File: config.mk
export PLATFORM = sky130hd
export DESIGN_NAME = alias_reduce
export DESIGN_NICKNAME = d
export VERILOG_FILES = /design/src/rtl/alias_reduce_pkg.sv /design/src/rtl/alias_reduce_coef_rom.sv /design/src/rtl/alias_reduce.sv
export SDC_FILE = /design/constraint.sdc
export NUM_CORES = 1
export LEC_CHECK = 0
export ABC_AREA = 1
export CORE_MARGIN = 2
export CORE_UTILIZATION = 56
export DETAILED_ROUTE_END_ITERATION = 16
export GPL_TIMING_DRIVEN = 0
export PLACE_DENSITY = 0.75
export SLEW_MARGIN = 10
export SYNTH_ARGS = -nofsm -noshare
export SYNTH_HDL_FRONTEND = slang
export SYNTH_SLANG_ARGS = --single-unit
File: constraint.sdc
create_clock -name CLK_I -period 13.05 [get_ports CLK_I]
set_input_delay 2.61 -clock CLK_I [delete_from_list [all_inputs] [get_ports CLK_I]]
set_output_delay 2.61 -clock CLK_I [all_outputs]
set_load 0.1 [all_outputs]
File: src/rtl/alias_reduce_pkg.sv
// Shared definitions for the alias-reduction stage: FSM state encoding,
// boundary counts, butterfly count and the Q15 rounding constant.
package alias_reduce_pkg;

    typedef enum logic [3:0] {
        S_IDLE = 4'd0,
        S_RDL  = 4'd1,
        S_RDH  = 4'd2,
        S_M0   = 4'd3,
        S_M1   = 4'd4,
        S_M2   = 4'd5,
        S_M3   = 4'd6,
        S_WRL  = 4'd7,
        S_WRH  = 4'd8,
        S_FIN  = 4'd9
    } alias_state_e;

    localparam logic [4:0] NB_LONG   = 5'd31;
    localparam logic [4:0] NB_MIXED  = 5'd1;
    localparam logic [4:0] NB_NONE   = 5'd0;
    localparam int         BUTTERFLIES = 8;
    localparam logic [2:0] LAST_BFLY = 3'(BUTTERFLIES - 1);
    localparam int         SB_STRIDE = 18;
    localparam logic [1:0] BT_SHORT  = 2'd2;

    // Accumulator width: full 32-bit product plus two guard bits.
    localparam int                      ACC_W   = 34;
    localparam logic signed [ACC_W-1:0] Q15_RND = 34'sd16384;

    // Number of subband boundaries to process for a given block type.
    function automatic logic [4:0] boundary_count(input logic [1:0] block_type,
                                                  input logic       mixed);
        logic [4:0] nb;
        if (block_type == BT_SHORT) begin
            if (mixed) begin
                nb = NB_MIXED;
            end else begin
                nb = NB_NONE;
            end
        end else begin
            nb = NB_LONG;
        end
        return nb;
    endfunction

endpackage

File: src/rtl/alias_reduce_coef_rom.sv
// Butterfly coefficient table: index i -> {cs[i], ca[i]} in Q15.
// cs = round(32768/sqrt(1+c^2)), ca = round(32768*c/sqrt(1+c^2)).
// cs[7] rounds to 32768, which is not representable in a signed 16-bit
// word, so it is held at 32767.
module alias_reduce_coef_rom
    import alias_reduce_pkg::*;
#(
    parameter int DW = 16
) (
    input  logic        [2:0]    idx,
    output logic signed [DW-1:0] cs,
    output logic signed [DW-1:0] ca
);

    // Constant lookup of the coefficient pair.
    always_comb begin
        cs = 16'sd0;
        ca = 16'sd0;
        case (idx)
            3'd0:    begin cs = 16'sd28098; ca = -16'sd16859; end
            3'd1:    begin cs = 16'sd28893; ca = -16'sd15458; end
            3'd2:    begin cs = 16'sd31117; ca = -16'sd10269; end
            3'd3:    begin cs = 16'sd32221; ca = -16'sd5961;  end
            3'd4:    begin cs = 16'sd32621; ca = -16'sd3099;  end
            3'd5:    begin cs = 16'sd32740; ca = -16'sd1342;  end
            3'd6:    begin cs = 16'sd32765; ca = -16'sd465;   end
            3'd7:    begin cs = 16'sd32767; ca = -16'sd121;   end
            default: begin cs = 16'sd0;     ca = 16'sd0;     end
        endcase
    end

endmodule

File: src/rtl/alias_reduce.sv
// In-place alias reduction on one channel's 576-sample granule RAM.
// Eight 8-cycle butterflies per subband boundary share one signed multiplier.
// Build option: ALIAS_SAT_EN clamps each rounded result to the 16-bit range;
// without it the low 16 bits are kept (two's-complement wrap).
module alias_reduce
    import alias_reduce_pkg::*;
#(
    parameter int DW = 16,
    parameter int AW = 10
) (
    input  logic          CLK_I,
    input  logic          RST_I,
    input  logic          START_I,
    input  logic [1:0]    BLOCK_TYPE_I,
    input  logic          MIXED_I,
    output logic          BUSY_O,
    output logic          DONE_O,
    output logic [AW-1:0] RAM_ADDR_O,
    output logic          RAM_WE_O,
    output logic [DW-1:0] RAM_DOUT_O,
    input  logic [DW-1:0] RAM_DIN_I
);

    alias_state_e state_r, state_nxt_s;
    logic [2:0]    i_r, i_nxt_s;
    logic [4:0]    sb_r, sb_nxt_s, nb_r, nb_nxt_s;
    logic [AW-1:0] base_r, base_nxt_s, lo_addr_nxt_s, hi_addr_nxt_s;

    logic signed [DW-1:0]    lo_r, hi_r, lo_res_r, hi_res_r;
    logic signed [DW-1:0]    cs_s, ca_s, mul_a_s, mul_b_s, res_s;
    logic signed [2*DW-1:0]  prod_s;
    logic signed [ACC_W-1:0] prod_ext_s, acc_r, sum_s;

    logic          busy_nxt_s, done_nxt_s, we_nxt_s;
    logic [AW-1:0] addr_nxt_s;
    logic [DW-1:0] dout_nxt_s;
    logic          busy_r, done_r, we_r;
    logic [AW-1:0] addr_r;
    logic [DW-1:0] dout_r;

    alias_reduce_coef_rom #(.DW(DW)) u_coef_rom (
        .idx (i_r),
        .cs  (cs_s),
        .ca  (ca_s)
    );

    // Next-state and loop-counter logic for the butterfly sequencer.
    always_comb begin
        state_nxt_s = state_r;
        i_nxt_s     = i_r;
        sb_nxt_s    = sb_r;
        nb_nxt_s    = nb_r;
        base_nxt_s  = base_r;
        case (state_r)
            S_IDLE: begin
                if (START_I) begin
                    nb_nxt_s   = boundary_count(BLOCK_TYPE_I, MIXED_I);
                    i_nxt_s    = 3'd0;
                    sb_nxt_s   = 5'd1;
                    base_nxt_s = AW'(SB_STRIDE);
                    if (nb_nxt_s == NB_NONE) begin
                        state_nxt_s = S_FIN;
                    end else begin
                        state_nxt_s = S_RDL;
                    end
                end else begin
                    state_nxt_s = S_IDLE;
                end
            end
            S_RDL: state_nxt_s = S_RDH;
            S_RDH: state_nxt_s = S_M0;
            S_M0:  state_nxt_s = S_M1;
            S_M1:  state_nxt_s = S_M2;
            S_M2:  state_nxt_s = S_M3;
            S_M3:  state_nxt_s = S_WRL;
            S_WRL: state_nxt_s = S_WRH;
            S_WRH: begin
                if (i_r == LAST_BFLY) begin
                    if (sb_r == nb_r) begin
                        state_nxt_s = S_FIN;
                    end else begin
                        i_nxt_s     = 3'd0;
                        sb_nxt_s    = sb_r + 5'd1;
                        base_nxt_s  = base_r + AW'(SB_STRIDE);
                        state_nxt_s = S_RDL;
                    end
                end else begin
                    i_nxt_s     = i_r + 3'd1;
                    state_nxt_s = S_RDL;
                end
            end
            S_FIN:   state_nxt_s = S_IDLE;
            default: state_nxt_s = S_IDLE;
        endcase
        lo_addr_nxt_s = base_nxt_s - {{(AW-1){1'b0}}, 1'b1} - {{(AW-3){1'b0}}, i_nxt_s};
        hi_addr_nxt_s = base_nxt_s + {{(AW-3){1'b0}}, i_nxt_s};
    end

    // Sequencer state and loop counters.
    always_ff @(posedge CLK_I or posedge RST_I) begin
        if (RST_I) begin
            state_r <= S_IDLE;
            i_r     <= 3'd0;
            sb_r    <= 5'd0;
            nb_r    <= 5'd0;
            base_r  <= {AW{1'b0}};
        end else begin
            state_r <= state_nxt_s;
            i_r     <= i_nxt_s;
            sb_r    <= sb_nxt_s;
            nb_r    <= nb_nxt_s;
            base_r  <= base_nxt_s;
        end
    end

    // Multiplier operand selection and accumulate/round datapath.
    always_comb begin
        mul_a_s = {DW{1'b0}};
        mul_b_s = {DW{1'b0}};
        case (state_r)
            S_M0:    begin mul_a_s = lo_r; mul_b_s = cs_s; end
            S_M1:    begin mul_a_s = hi_r; mul_b_s = ca_s; end
            S_M2:    begin mul_a_s = hi_r; mul_b_s = cs_s; end
            S_M3:    begin mul_a_s = lo_r; mul_b_s = ca_s; end
            default: begin mul_a_s = {DW{1'b0}}; mul_b_s = {DW{1'b0}}; end
        endcase
        prod_s     = mul_a_s * mul_b_s;
        prod_ext_s = {{(ACC_W-2*DW){prod_s[2*DW-1]}}, prod_s};
        case (state_r)
            S_M1:    sum_s = acc_r - prod_ext_s;
            S_M3:    sum_s = acc_r + prod_ext_s;
            default: sum_s = prod_ext_s;
        endcase
    end

`ifdef ALIAS_SAT_EN
    localparam logic signed [ACC_W-1:0] SAT_MAX = 34'sd32767;
    localparam logic signed [ACC_W-1:0] SAT_MIN = -34'sd32768;
    logic signed [ACC_W-1:0] rnd_s;

    // Round half up, then clamp to the signed 16-bit range.
    always_comb begin
        rnd_s = (sum_s + Q15_RND) >>> 15;
        if (rnd_s > SAT_MAX) begin
            res_s = 16'sh7fff;
        end else if (rnd_s < SAT_MIN) begin
            res_s = 16'sh8000;
        end else begin
            res_s = DW'(rnd_s);
        end
    end
`else
    // Round half up and keep the low 16 bits.
    always_comb begin
        res_s = DW'((sum_s + Q15_RND) >>> 15);
    end
`endif

    // Operand latches, accumulator and butterfly results.
    always_ff @(posedge CLK_I or posedge RST_I) begin
        if (RST_I) begin
            lo_r     <= {DW{1'b0}};
            hi_r     <= {DW{1'b0}};
            acc_r    <= {ACC_W{1'b0}};
            lo_res_r <= {DW{1'b0}};
            hi_res_r <= {DW{1'b0}};
        end else begin
            case (state_r)
                S_RDH: lo_r <= RAM_DIN_I;
                S_M0: begin
                    hi_r  <= RAM_DIN_I;
                    acc_r <= sum_s;
                end
                S_M1: begin
                    acc_r    <= sum_s;
                    lo_res_r <= res_s;
                end
                S_M2: acc_r <= sum_s;
                S_M3: begin
                    acc_r    <= sum_s;
                    hi_res_r <= res_s;
                end
                default: acc_r <= acc_r;
            endcase
        end
    end

    // Output values for the upcoming state, so the ports come straight from flops.
    always_comb begin
        busy_nxt_s = 1'b0;
        done_nxt_s = 1'b0;
        we_nxt_s   = 1'b0;
        addr_nxt_s = {AW{1'b0}};
        dout_nxt_s = {DW{1'b0}};
        case (state_nxt_s)
            S_RDL: begin busy_nxt_s = 1'b1; addr_nxt_s = lo_addr_nxt_s; end
            S_RDH: begin busy_nxt_s = 1'b1; addr_nxt_s = hi_addr_nxt_s; end
            S_M0, S_M1, S_M2, S_M3: busy_nxt_s = 1'b1;
            S_WRL: begin
                busy_nxt_s = 1'b1;
                we_nxt_s   = 1'b1;
                addr_nxt_s = lo_addr_nxt_s;
                dout_nxt_s = lo_res_r;
            end
            S_WRH: begin
                busy_nxt_s = 1'b1;
                we_nxt_s   = 1'b1;
                addr_nxt_s = hi_addr_nxt_s;
                dout_nxt_s = hi_res_r;
            end
            S_FIN:   done_nxt_s = 1'b1;
            default: busy_nxt_s = 1'b0;
        endcase
    end

    // Registered output ports.
    always_ff @(posedge CLK_I or posedge RST_I) begin
        if (RST_I) begin
            busy_r <= 1'b0;
            done_r <= 1'b0;
            we_r   <= 1'b0;
            addr_r <= {AW{1'b0}};
            dout_r <= {DW{1'b0}};
        end else begin
            busy_r <= busy_nxt_s;
            done_r <= done_nxt_s;
            we_r   <= we_nxt_s;
            addr_r <= addr_nxt_s;
            dout_r <= dout_nxt_s;
        end
    end

    assign BUSY_O     = busy_r;
    assign DONE_O     = done_r;
    assign RAM_WE_O   = we_r;
    assign RAM_ADDR_O = addr_r;
    assign RAM_DOUT_O = dout_r;

endmodule

**Run 1: clock wiring as the flow saved it**

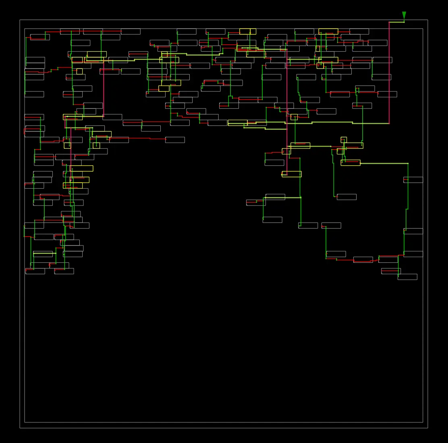
clk ins delay skew pair: 0.44 ns
CTS sink count: 148
CLK BUF: 20
Worst Skew: 0.0168 ns
CTS Buf Count: 17

**Run 1: drive-strength map**

Scale bar: 50 µm.
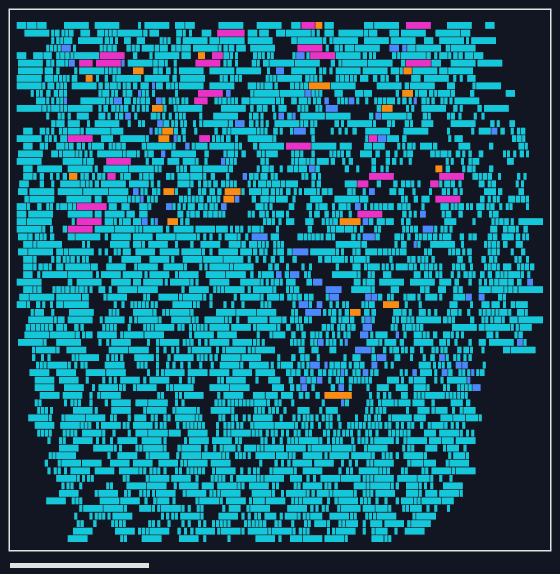
[cyan] _0 and _1 cells | cells: 2650
[blue] _2 cells | cells: 90
[orange] _3 and _4 cells | cells: 21
[magenta] _6 and larger | cells: 28
Layout area overhead: 8.35%
PnR worst setup slack: 1.24 ns
Signal buffers: 115
post-route design area: 22000 µm²

**Run 1: register map, names as in the netlist**

Scale bar: 50 µm. Other sequential cells in the stronger grey, the rest of the logic in the fainter grey.
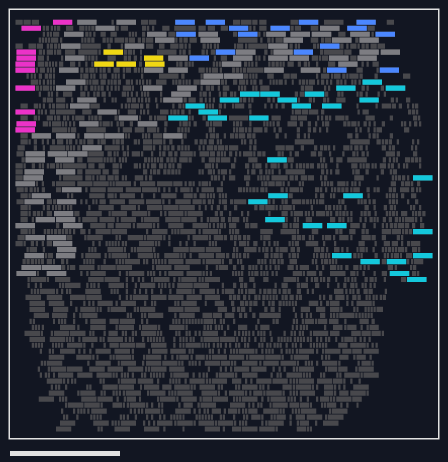
[magenta] RAM_ADDR_O | flops: 10 | where: north-west
[cyan] acc_r | flops: 31
[blue] RAM_DOUT_O | flops: 16
[yellow] sb_r | flops: 5 | where: north-west
fraction of area in registers: 16.8%
Finished Core Util: 61.8%

==> impl_metrics.csv, run 1 <==
group,metric,value,unit
outcome,outcome,"complete, no violations",
clocking,postCtsResizedCells,0,
worst_hold_path,hold_path.startpoint,"hi_res_r[15]",
logic_synthesis,top_logic_kind,"adder cells",
logic_synthesis,ys_cells,2706,
logic_synthesis,syn-mean-instance-area,7.52,µm²
timing,tightest_slew,1.22,ns
logic_synthesis,yosysUniqueCellTypes,62,
worst_hold_path,holdPathStages,2,
placement,dpl_cell_area,21500,µm²
final_layout,layout.nonclk_buf_share,3.56,%
final_layout,combAreaFraction,63.1,%
die,fp_util,57.1,%
critical_path,cp.required,13.41,ns
logic_synthesis,synth-edff-count,0,
logic_synthesis,top_cell_area_share,25.5,%
logic_synthesis,largest_area_cell,"fa_1",
detailed_routing,wl_met2,26600,µm
final_layout,nFlopsAndLatches,148,
die,die_h,195,µm
logic_synthesis,synthSimpleGateAreaFrac,21.9,%
logic_synthesis,adder_share,33.4,%
clocking,cts.clk_slew.worst_paths,0.06,ns
detailed_routing,antenna_left,0,
critical_path,cp.arrival,12.17,ns
die,dieWidth,195,µm
logic_synthesis,ys_seq_share,18.2,%
final_layout,logic_area,13900,µm²
final_layout,layout.cells.most_common,"nand2_1",
logic_synthesis,synthAoiAreaFrac,9.77,%
clocking,htreeDepth,4,
critical_path,critPathLaunchType,"flop",
timing,hold_viol,0,
logic_synthesis,synth_chip_area,20300,µm²
global_route,met2_usage,52.0,%
critical_path,crit_family,"adder cells",
timing,fin_crit,11.81,ns
clocking,cts_root_buf,"clkbuf_16",
die,io_pins,51,
global_route,grt_pass1_vias,18500,
final_layout,drive_gt1_share,4.98,%
## Run 2: what changed since run 1
CTS_CLUSTER_SIZE = 14   (was default)
clock period = 13 ns   (was 13.05 ns; I/O delays follow)
**Run 2: drive-strength map**

Scale bar: 50 µm.
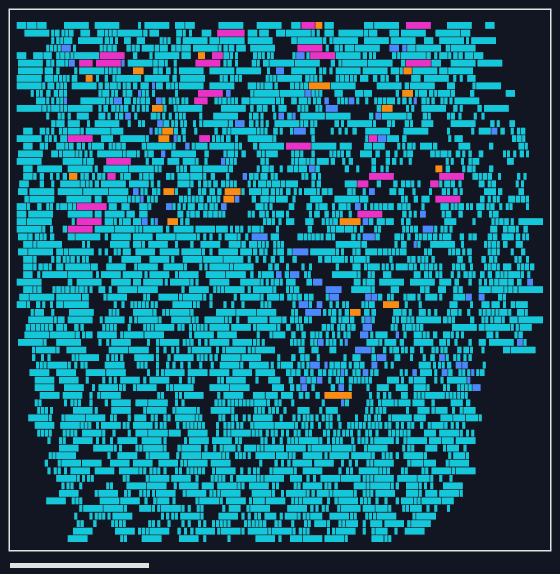
[magenta] _6 and larger | cells: 28
[orange] _3 and _4 cells | cells: 21
[blue] _2 cells | cells: 90
[cyan] _0 and _1 cells | cells: 2650
PnR worst setup slack: 1.19 ns

==> run 2 against run 1 <==
  * Clock-buffer cell count stayed put
  * Wire length stayed put
  * Design area stayed put
  * Utilization stayed put
==> impl_metrics.csv, run 2 <==
group,metric,value,unit
die,fp_util,57.1,%
detailed_routing,wl_met2,26600,µm
final_layout,combAreaFraction,63.1,%
final_layout,nFlopsAndLatches,148,
die,io_pins,51,
timing,tightest_slew,1.22,ns
final_layout,area.growth.synth_to_final,8.35,%
final_layout,layout.nonclk_buf_share,3.56,%
clocking,cts.clk_slew.worst_paths,0.06,ns
critical_path,crit_family,"adder cells",
logic_synthesis,syn-mean-instance-area,7.52,µm²
final_layout,logic_area,13900,µm²
logic_synthesis,yosysUniqueCellTypes,62,
logic_synthesis,synthAoiAreaFrac,9.77,%
clocking,numCtsBuffers,17,
critical_path,cp.arrival,12.17,ns
clocking,htreeDepth,4,
logic_synthesis,ys_seq_share,18.2,%
clocking,cts_root_buf,"clkbuf_16",
timing,worst_clock_skew,0.0168,ns
outcome,outcome,"complete, no violations",
timing,fin_crit,11.81,ns
die,dieWidth,195,µm
detailed_routing,antenna_left,0,
timing,hold_viol,0,
critical_path,cp.required,13.36,ns
logic_synthesis,synth_chip_area,20300,µm²
logic_synthesis,ys_cells,2706,
final_layout,nClkBuffers,20,
die,die_h,195,µm
final_layout,n_all_buffers,115,
clocking,cts_sinks,148,
critical_path,critPathLaunchType,"flop",
